--- src/rtl/alu_slice_pkg.sv ---
// Shared code enums and multiply-sequencer state for the ALU slice.
package alu_slice_pkg;

    typedef enum logic [2:0] {
        SrcAQ, SrcAB, SrcZQ, SrcZB, SrcZA, SrcDA, SrcDQ, SrcDZ
    } src_e;

    typedef enum logic [2:0] {
        OpAdd, OpSMinusR, OpRMinusS, OpOr, OpAnd, OpNotRAndS, OpXor, OpXnor
    } op_e;

    typedef enum logic [2:0] {
        DestQreg, DestNop, DestRamA, DestRamF, DestRamQd, DestRamD, DestRamQu, DestRamU
    } dest_e;

    typedef enum logic [1:0] {StIdle, StRun, StDone} mul_state_e;

endpackage

--- src/rtl/alu_slice_if.sv ---
// Operand, control and result bundle of the ALU slice; master drives controls, slave is the slice.
interface alu_slice_if #(
    parameter int unsigned WIDTH = 8,
    parameter int unsigned SELW  = 4
);
    logic [WIDTH-1:0] din;
    logic [SELW-1:0]  a_sel;
    logic [SELW-1:0]  b_sel;
    logic [2:0]       alu_src;
    logic [2:0]       alu_op;
    logic [2:0]       alu_dest;
    logic             cin;
    logic             ram_sin_lsb;
    logic             ram_sin_msb;
    logic             q_sin_lsb;
    logic             q_sin_msb;
    logic             flag_we;
    logic             mul_start;
    logic             ram_sout;
    logic             q_sout;
    logic [WIDTH-1:0] yout;
    logic             cout;
    logic             fzero;
    logic             fmsb;
    logic             ovr;
    logic [3:0]       status;
    logic             busy;
    logic             done;

    modport master (
        output din, a_sel, b_sel, alu_src, alu_op, alu_dest, cin,
        output ram_sin_lsb, ram_sin_msb, q_sin_lsb, q_sin_msb, flag_we, mul_start,
        input  ram_sout, q_sout, yout, cout, fzero, fmsb, ovr, status, busy, done
    );

    modport slave (
        input  din, a_sel, b_sel, alu_src, alu_op, alu_dest, cin,
        input  ram_sin_lsb, ram_sin_msb, q_sin_lsb, q_sin_msb, flag_we, mul_start,
        output ram_sout, q_sout, yout, cout, fzero, fmsb, ovr, status, busy, done
    );
endinterface

--- src/rtl/alu_slice_mul_seq.sv ---
// Shift-and-add unsigned multiply sequencer: accumulator regs[K] holds the high half, Q the low.
module alu_slice_mul_seq
    import alu_slice_pkg::*;
#(
    parameter int unsigned WIDTH = 8,
    parameter int unsigned SELW  = 4
) (
    input  logic             clock,
    input  logic             reset_n,
    input  logic             start,
    input  logic [WIDTH-1:0] mcand,
    input  logic [SELW-1:0]  acc_sel,
    input  logic [WIDTH-1:0] acc,
    input  logic [WIDTH-1:0] q,
    output logic             busy,
    output logic             done,
    output logic [SELW-1:0]  acc_idx,
    output logic             acc_we,
    output logic [SELW-1:0]  acc_wsel,
    output logic [WIDTH-1:0] acc_wdata,
    output logic             q_we,
    output logic [WIDTH-1:0] q_wdata
);
    localparam int unsigned CntW = $clog2(WIDTH + 1);

    mul_state_e       state_q, state_d;
    logic [WIDTH-1:0] m_q, m_d;
    logic [SELW-1:0]  k_q, k_d;
    logic [CntW-1:0]  cnt_q, cnt_d;
    logic [WIDTH:0]   sum;

    assign busy    = (state_q != StIdle);
    assign done    = (state_q == StDone);
    assign acc_idx = k_q;
    assign sum     = {1'b0, acc} + (q[0] ? {1'b0, m_q} : '0);

    always_comb begin
        state_d   = state_q;
        m_d       = m_q;
        k_d       = k_q;
        cnt_d     = cnt_q;
        acc_we    = 1'b0;
        acc_wsel  = k_q;
        acc_wdata = '0;
        q_we      = 1'b0;
        q_wdata   = q;
        unique case (state_q)
            StIdle: begin
                if (start) begin
                    m_d      = mcand;
                    k_d      = acc_sel;
                    cnt_d    = CntW'(WIDTH);
                    acc_we   = 1'b1;
                    acc_wsel = acc_sel;
                    state_d  = StRun;
                end
            end
            // One partial product per cycle; the extra cycle at count 0 is the hand-off to done.
            StRun: begin
                if (cnt_q != '0) begin
                    acc_we    = 1'b1;
                    acc_wdata = sum[WIDTH:1];
                    q_we      = 1'b1;
                    q_wdata   = {sum[0], q[WIDTH-1:1]};
                    cnt_d     = cnt_q - CntW'(1);
                end else begin
                    state_d = StDone;
                end
            end
            StDone:  state_d = StIdle;
            default: state_d = StIdle;
        endcase
    end

    always_ff @(posedge clock or negedge reset_n) begin
        if (!reset_n) begin
            state_q <= StIdle;
            m_q     <= '0;
            k_q     <= '0;
            cnt_q   <= '0;
        end else begin
            state_q <= state_d;
            m_q     <= m_d;
            k_q     <= k_d;
            cnt_q   <= cnt_d;
        end
    end

endmodule

--- src/rtl/alu_slice.sv ---
// Bit-slice ALU with register file, Q register and status flags.
// Define ALU_SLICE_MUL_EN to include the multiply sequencer.
module alu_slice
    import alu_slice_pkg::*;
#(
    parameter int unsigned WIDTH = 8,
    parameter int unsigned NREGS = 16
) (
    input logic        clock,
    input logic        reset_n,
    alu_slice_if.slave bus
);
    localparam int unsigned SELW = $clog2(NREGS);

    logic [WIDTH-1:0] regs_q [NREGS];
    logic [WIDTH-1:0] regs_d [NREGS];
    logic [WIDTH-1:0] q_q, q_d;
    logic [3:0]       status_q;

    src_e             src;
    op_e              op;
    dest_e            dest;
    logic [WIDTH-1:0] a_data, b_data, r, s, r_op, s_op, f, y, b_wdata, q_wdata;
    logic [WIDTH:0]   sum;
    logic             arith, cout, ovr, ram_sout, q_sout, b_we, q_we;

    logic             mul_busy, mul_done, mul_acc_we, mul_q_we;
    logic [SELW-1:0]  mul_wsel;
    logic [WIDTH-1:0] mul_acc_wdata, mul_q_wdata;

    assign src    = src_e'(bus.alu_src);
    assign op     = op_e'(bus.alu_op);
    assign dest   = dest_e'(bus.alu_dest);
    assign a_data = regs_q[bus.a_sel];
    assign b_data = regs_q[bus.b_sel];

    always_comb begin
        r = '0;
        s = '0;
        unique case (src)
            SrcAQ:   begin r = a_data;  s = q_q;    end
            SrcAB:   begin r = a_data;  s = b_data; end
            SrcZQ:   s = q_q;
            SrcZB:   s = b_data;
            SrcZA:   s = a_data;
            SrcDA:   begin r = bus.din; s = a_data; end
            SrcDQ:   begin r = bus.din; s = q_q;    end
            SrcDZ:   r = bus.din;
            default: ;
        endcase
    end

    // Subtraction is addition of the inverted operand; cin supplies the +1.
    assign r_op  = (op == OpSMinusR) ? ~r : r;
    assign s_op  = (op == OpRMinusS) ? ~s : s;
    assign sum   = {1'b0, r_op} + {1'b0, s_op} + {{WIDTH{1'b0}}, bus.cin};
    assign arith = (op == OpAdd) || (op == OpSMinusR) || (op == OpRMinusS);

    always_comb begin
        f = sum[WIDTH-1:0];
        unique case (op)
            OpOr:       f = r | s;
            OpAnd:      f = r & s;
            OpNotRAndS: f = ~r & s;
            OpXor:      f = r ^ s;
            OpXnor:     f = ~(r ^ s);
            default:    ;
        endcase
    end

    assign cout = arith & sum[WIDTH];
    // Carry into the MSB recovered from the MSB sum bit and its operand bits.
    assign ovr  = arith & (sum[WIDTH-1] ^ r_op[WIDTH-1] ^ s_op[WIDTH-1] ^ sum[WIDTH]);

    always_comb begin
        y        = f;
        ram_sout = 1'b0;
        q_sout   = 1'b0;
        b_we     = 1'b0;
        b_wdata  = f;
        q_we     = 1'b0;
        q_wdata  = f;
        unique case (dest)
            DestQreg: q_we = 1'b1;
            DestNop:  ;
            DestRamA: begin y = a_data; b_we = 1'b1; end
            DestRamF: b_we = 1'b1;
            DestRamQd, DestRamD: begin
                b_we     = 1'b1;
                b_wdata  = {bus.ram_sin_msb, f[WIDTH-1:1]};
                ram_sout = f[0];
                if (dest == DestRamQd) begin
                    q_we    = 1'b1;
                    q_wdata = {bus.q_sin_msb, q_q[WIDTH-1:1]};
                    q_sout  = q_q[0];
                end
            end
            DestRamQu, DestRamU: begin
                b_we     = 1'b1;
                b_wdata  = {f[WIDTH-2:0], bus.ram_sin_lsb};
                ram_sout = f[WIDTH-1];
                if (dest == DestRamQu) begin
                    q_we    = 1'b1;
                    q_wdata = {q_q[WIDTH-2:0], bus.q_sin_lsb};
                    q_sout  = q_q[WIDTH-1];
                end
            end
            default: ;
        endcase
    end

`ifdef ALU_SLICE_MUL_EN
    logic [SELW-1:0]  mul_idx;
    logic [WIDTH-1:0] mul_acc;

    assign mul_acc = regs_q[mul_idx];

    alu_slice_mul_seq #(
        .WIDTH (WIDTH),
        .SELW  (SELW)
    ) u_mul_seq (
        .clock     (clock),
        .reset_n   (reset_n),
        .start     (bus.mul_start),
        .mcand     (a_data),
        .acc_sel   (bus.b_sel),
        .acc       (mul_acc),
        .q         (q_q),
        .busy      (mul_busy),
        .done      (mul_done),
        .acc_idx   (mul_idx),
        .acc_we    (mul_acc_we),
        .acc_wsel  (mul_wsel),
        .acc_wdata (mul_acc_wdata),
        .q_we      (mul_q_we),
        .q_wdata   (mul_q_wdata)
    );
`else
    logic unused_mul_start;

    assign unused_mul_start = bus.mul_start;
    assign mul_busy         = 1'b0;
    assign mul_done         = 1'b0;
    assign mul_acc_we       = 1'b0;
    assign mul_wsel         = '0;
    assign mul_acc_wdata    = '0;
    assign mul_q_we         = 1'b0;
    assign mul_q_wdata      = '0;
`endif

    always_comb begin
        regs_d = regs_q;
        q_d    = q_q;
        if (!mul_busy) begin
            if (b_we) regs_d[bus.b_sel] = b_wdata;
            if (q_we) q_d = q_wdata;
        end
        if (mul_acc_we) regs_d[mul_wsel] = mul_acc_wdata;
        if (mul_q_we)   q_d = mul_q_wdata;
    end

    always_ff @(posedge clock or negedge reset_n) begin
        if (!reset_n) begin
            for (int i = 0; i < int'(NREGS); i++) regs_q[i] <= '0;
            q_q      <= '0;
            status_q <= '0;
        end else begin
            regs_q <= regs_d;
            q_q    <= q_d;
            if (bus.flag_we) status_q <= {ovr, f[WIDTH-1], (f == '0), cout};
        end
    end

    assign bus.yout     = y;
    assign bus.cout     = cout;
    assign bus.ovr      = ovr;
    assign bus.fzero    = (f == '0);
    assign bus.fmsb     = f[WIDTH-1];
    assign bus.ram_sout = ram_sout;
    assign bus.q_sout   = q_sout;
    assign bus.status   = status_q;
    assign bus.busy     = mul_busy;
    assign bus.done     = mul_done;

endmodule

--- src/flat_wrapper.sv ---
// flat-port wrapper written by rule: the top's interface ports become plain ports
module alu_slice_flat import alu_slice_pkg::*;
#(
    parameter int unsigned WIDTH = 8,
    parameter int unsigned NREGS = 16
)
  (clock, reset_n, bus_din, bus_a_sel, bus_b_sel, bus_alu_src, bus_alu_op, bus_alu_dest, bus_cin, bus_ram_sin_lsb, bus_ram_sin_msb, bus_q_sin_lsb, bus_q_sin_msb, bus_flag_we, bus_mul_start, bus_ram_sout, bus_q_sout, bus_yout, bus_cout, bus_fzero, bus_fmsb, bus_ovr, bus_status, bus_busy, bus_done);
  alu_slice_if #(.WIDTH(WIDTH), .SELW((4))) bus_i ();
  input logic clock;
  input logic reset_n;
  input wire logic [$bits(bus_i.din)-1:0] bus_din;
  input wire logic [$bits(bus_i.a_sel)-1:0] bus_a_sel;
  input wire logic [$bits(bus_i.b_sel)-1:0] bus_b_sel;
  input wire logic [$bits(bus_i.alu_src)-1:0] bus_alu_src;
  input wire logic [$bits(bus_i.alu_op)-1:0] bus_alu_op;
  input wire logic [$bits(bus_i.alu_dest)-1:0] bus_alu_dest;
  input wire logic [$bits(bus_i.cin)-1:0] bus_cin;
  input wire logic [$bits(bus_i.ram_sin_lsb)-1:0] bus_ram_sin_lsb;
  input wire logic [$bits(bus_i.ram_sin_msb)-1:0] bus_ram_sin_msb;
  input wire logic [$bits(bus_i.q_sin_lsb)-1:0] bus_q_sin_lsb;
  input wire logic [$bits(bus_i.q_sin_msb)-1:0] bus_q_sin_msb;
  input wire logic [$bits(bus_i.flag_we)-1:0] bus_flag_we;
  input wire logic [$bits(bus_i.mul_start)-1:0] bus_mul_start;
  output wire logic [$bits(bus_i.ram_sout)-1:0] bus_ram_sout;
  output wire logic [$bits(bus_i.q_sout)-1:0] bus_q_sout;
  output wire logic [$bits(bus_i.yout)-1:0] bus_yout;
  output wire logic [$bits(bus_i.cout)-1:0] bus_cout;
  output wire logic [$bits(bus_i.fzero)-1:0] bus_fzero;
  output wire logic [$bits(bus_i.fmsb)-1:0] bus_fmsb;
  output wire logic [$bits(bus_i.ovr)-1:0] bus_ovr;
  output wire logic [$bits(bus_i.status)-1:0] bus_status;
  output wire logic [$bits(bus_i.busy)-1:0] bus_busy;
  output wire logic [$bits(bus_i.done)-1:0] bus_done;
  assign bus_i.din = bus_din;
  assign bus_i.a_sel = bus_a_sel;
  assign bus_i.b_sel = bus_b_sel;
  assign bus_i.alu_src = bus_alu_src;
  assign bus_i.alu_op = bus_alu_op;
  assign bus_i.alu_dest = bus_alu_dest;
  assign bus_i.cin = bus_cin;
  assign bus_i.ram_sin_lsb = bus_ram_sin_lsb;
  assign bus_i.ram_sin_msb = bus_ram_sin_msb;
  assign bus_i.q_sin_lsb = bus_q_sin_lsb;
  assign bus_i.q_sin_msb = bus_q_sin_msb;
  assign bus_i.flag_we = bus_flag_we;
  assign bus_i.mul_start = bus_mul_start;
  assign bus_ram_sout = bus_i.ram_sout;
  assign bus_q_sout = bus_i.q_sout;
  assign bus_yout = bus_i.yout;
  assign bus_cout = bus_i.cout;
  assign bus_fzero = bus_i.fzero;
  assign bus_fmsb = bus_i.fmsb;
  assign bus_ovr = bus_i.ovr;
  assign bus_status = bus_i.status;
  assign bus_busy = bus_i.busy;
  assign bus_done = bus_i.done;
  alu_slice #(.WIDTH(WIDTH), .NREGS(NREGS)) u_core (.clock(clock), .reset_n(reset_n), .bus(bus_i));
endmodule
--- config.mk ---
export PLATFORM = sky130hd
export DESIGN_NAME = alu_slice_flat
export DESIGN_NICKNAME = d
export VERILOG_FILES = /design/src/rtl/alu_slice_pkg.sv /design/src/rtl/alu_slice_if.sv /design/src/rtl/alu_slice_mul_seq.sv /design/src/rtl/alu_slice.sv /design/src/flat_wrapper.sv
export SDC_FILE = /design/constraint.sdc
export NUM_CORES = 1
export LEC_CHECK = 0
export CORE_UTILIZATION = 45
export DETAILED_ROUTE_END_ITERATION = 7
export PLACE_DENSITY_LB_ADDON = 0.25
export SYNTH_ARGS = -nofsm -noshare
export SYNTH_HDL_FRONTEND = slang
export SYNTH_HIERARCHICAL = 1
export SYNTH_SLANG_ARGS = --single-unit
--- constraint.sdc ---
create_clock -name clock -period 12.9 [get_ports clock]
set_input_delay 3.87 -clock clock [delete_from_list [all_inputs] [get_ports clock]]
set_output_delay 3.87 -clock clock [all_outputs]
set_load 0.01 [all_outputs]
**Sequential cells grouped by signal name**

Drawn at 2 px/µm. Other cells in gray.
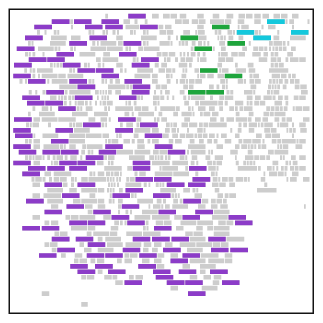
| netlist name | color | placed flops |
|---|---|---|
| u_core/q_q | green | 8 |
| u_core/bus.status | cyan | 4 |
| u_core/regs_q | purple | 128 |

**M3 wires**

Drawn at 2 px/µm.
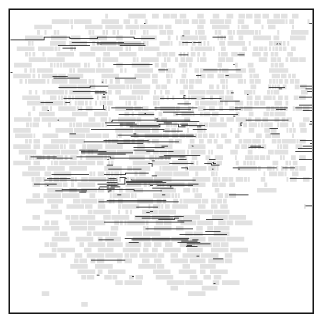
share of all routed wire: 7.1%
longest straight run: 47.4 µm
main direction: horizontal
wire length on this layer: 2130 µm

**Routing congestion**

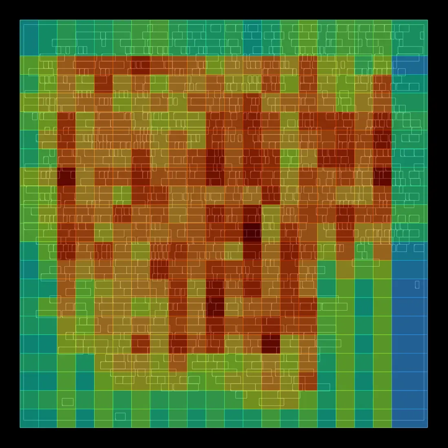
Finished Core Util: 52.5%
post-DR wirelength/cell: 23.4 µm
M2 GR Usage: 43.3%
Tot GR Track Use: 27.6%
grt met3 use: 5.36%

**Routed clock nets over the placement**

Drawn at 2 px/µm.
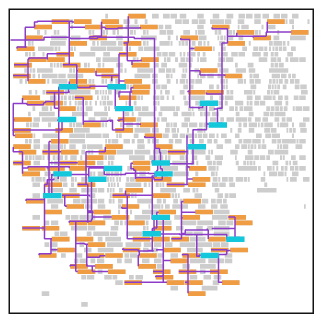
[clock wires] purple | length: 1950 µm
[clock drivers] cyan | count: 17
[flip-flops] orange | count: 140
routed clock nets: 18

==> flow_metrics.py <==
# Synthesis and PnR figures
metrics = {
    "sta": {
        "slew_headroom_pct": 18.8,
        "drv_slew": 0,
        "fin_skew_ns": 0.0166,
        "tightest_slew_ns": 1.21,
        "min_period_ns": 12.68,
        "max_freq_mhz": 78.9,
        "fin_crit_sh_pct": 98.3,
        "fin_tns_setup_ns": 0,
        "final_hold_viol_count": 0,
        "fin_ws_ns": 0.218,
    },
    "power": {
        "p_int_w": 0.00122,
        "switchingPower_w": 0.000692,
        "combPwrFrac_pct": 38.1,
    },
    "cts": {
        "ctsHoldBuffers": 0,
        "clk_latency_ns": 0.43,
        "clk_pin_slew_ns": 0.07,
        "htreeDepth": 4,
        "clock_sinks": 140,
        "cts_buffer_depth": 2,
        "cts_tree": "built",
    },
    "floorplanning": {
        "coreArea_mm2": 0.0218,
        "die_h_um": 151,
        "dieWidth_um": 151,
        "dieArea_mm2": 0.0229,
        "fp_util_pct": 46.0,
    },
    "setup_path": {
        "required_ns": 9.03,
        "crit_buf_inv": 6,
        "path_cells": "clkdlybuf4s50_1 -> buf_12 -> buf_4 -> mux4_2 -> mux2_2 -> o211a_1 -> nor4_1 -> buf_4 -> xnor2_1 -> ha_1 -> o2111a_1 -> or3_1 -> a21oi_1 -> o21ai_1 -> buf_4 -> a2111oi_2 -> and4_1 -> clkdlybuf4s50_1",
        "crit_arrival_ns": 8.81,
        "startpoint_type": "input port",
        "cp_slowest_stage_delay_ns": 0.55,
        "crit_family": "buffers and inverters",
        "cp_common_cell": "buf_4",
        "critPathCaptureType": "primary output",
    },
    "routing": {
        "ant_nets": 0,
        "avgViaCountPerCell": 6.29,
        "vias": 8110,
        "drt_iter0_markers": 797,
        "drc": 0,
        "wirelength_mm": 30.1,
    },
    "placement": {
        "hpwl_mm": 21.9,
        "place_congestion": 0.954,
    },
    "synthesis": {
        "top_area_share_pct": 34.9,
        "synth-area-yosys_mm2": 0.0100,
        "ys_warn_count": 6,
        "topCellsByArea": "dfrtp_1 35%, mux4_2 15%, mux2_2 6.3%, mux2i_1 5.5%, nand2_1 3.7%",
        "top_area_cell": "dfrtp_1",
        "syn_inst": 940,
        "ys_cells": 940,
        "yosysMostFrequentCell": "dfrtp_1",
        "avgSynthCellArea_um2": 10.7,
        "yosysUniqueCellTypes": 84,
        "syn_area_mm2": 0.0100,
    },
    "finish": {
        "drive_gt1_share_pct": 23.2,
        "mostFrequentLayoutCell": "dfrtp_1",
        "lay_top_cells": "140 x dfrtp_1, 99 x nand2_1, 75 x nor2_1",
        "num-nets-final": 1047,
        "stdcell_count": 1289,
        "fillers": 1908,
        "areaGrowthSynthToFinish_pct": 14.2,
    },
    "global_route": {
        "grt_overflow": 0,
        "grt_max_degree": 91,
        "grt_antenna_before_repair": 0,
        "grt_pass1_vias": 7701,
        "grt_first_pass_wirelength_mm": 46.2,
    },
    "min_path": {
        "hold_path_class": "register to register",
    },
    "run": {
        "drv_cap": 0,
        "warnings": 27,
    },
    "status": {
        "outcome": "finished, final reports clean",
    },
}
[area by class of cell]
class	instances	area, µm²	area share [%]
timing repair buffer	97	876	7.64
sequential	140	3500	30.6
clock inverter	15	151	1.32
clock buffer	17	425	3.71
multi-input combinational	724	6090	53.2
tap	280	350	3.06
inverter	16	60.1	0.524
[power groups by stage]
| stage | clock network [W] | logic [W] | registers [W] |
|---|---|---|---|
| 6_report | 0.000488 | 0.000728 | 0.000696 |
| 3_5_place_dp | 0 | 0.000717 | 0.000698 |
| 4_1_cts | 0.000496 | 0.000720 | 0.000691 |
| 2_1_floorplan | 0 | 0.000527 | 0.000653 |
| 5_1_grt | 0.000510 | 0.000788 | 0.000712 |
| 3_3_place_gp | 0 | 0.000704 | 0.000691 |
[worst reg2reg max path, delay by kind of cell, from the launching register on]
kind | cells | cell delay [ns]
AND-OR/OR-AND | 5 | 1.64
XOR/XNOR | 1 | 0.19
adder cells (fa/ha/maj) | 1 | 0.32
flip-flops | 1 | 0.40
multiplexers | 3 | 1.09
AND/OR/NAND/NOR | 5 | 1.20
[final timing paths]
kind	from	end	slack [ns]	cells past startpoint
min in group asynchronous	reset_n	u_core/regs_q[53]	3.54	1
setup / recovery	bus_a_sel[1]	bus_fzero	0.22	18
max in group asynchronous	reset_n	u_core/regs_q[96]	8.22	2
setup reg to reg	u_core/regs_q[25]	u_core/regs_q[87]	7.99	15
hold / removal	u_core/bus.status[3]	u_core/bus.status[3]	0.49	2
hold reg to reg	u_core/bus.status[3]	u_core/bus.status[3]	0.49	2
[cells by family (layout without fill, tap and decap cells)]
family                   after synthesis  after routing  share of synthesized area (%)
AND/OR/NAND/NOR                      264            264                           12.5
AND-OR/OR-AND                        239            239                           16.8
multiplexers                         179            179                           26.8
flip-flops                           140            140                           34.9
buffers and inverters                 77            145                           4.40
XOR/XNOR                              23             23                           2.15
adder cells (fa/ha/maj)               17             17                           2.27
other                                  1              2                         0.0374
[flip-flops by register name, summed over array words and instances (netlist names)]
name	count
u_core/regs_q	128
u_core/q_q	8
u_core/bus.status	4
[timing repair]
| item | CTS | global route |
|---|---|---|
| setup endpoints to repair | 0 | 4 |
| gates resized | 0 | 3 |
| buffers inserted | 0 | 2 |
| endpoints found under the hold margin | 0 | 0 |
[through the flow]
step | instance area (µm²) | hold WS (ns) | utilization (%) | total power [W]
3_3_place_gp | 10900 | 0.469 | 49.8 | 0.00139
2_1_floorplan | 10000 | 0.461 | - | 0.00118
3_5_place_dp | 10900 | 0.479 | 49.8 | 0.00141
5_1_grt | 11500 | 0.509 | 52.5 | 0.00201
4_1_cts | 11400 | 0.498 | 52.4 | 0.00191
6_report | 11500 | 0.491 | 52.5 | 0.00191
[routing by layer]
metal,global-route usage (%),up-vias,share of wire (%)
li1,-,3645,-
met1,37.7,4062,42
met2,43.3,339,47
met3,5.36,64,7.1
met4,10.5,0,3.2
met5,0,-,0
Power figures rest on the tool's default switching activity, not on a simulated workload.
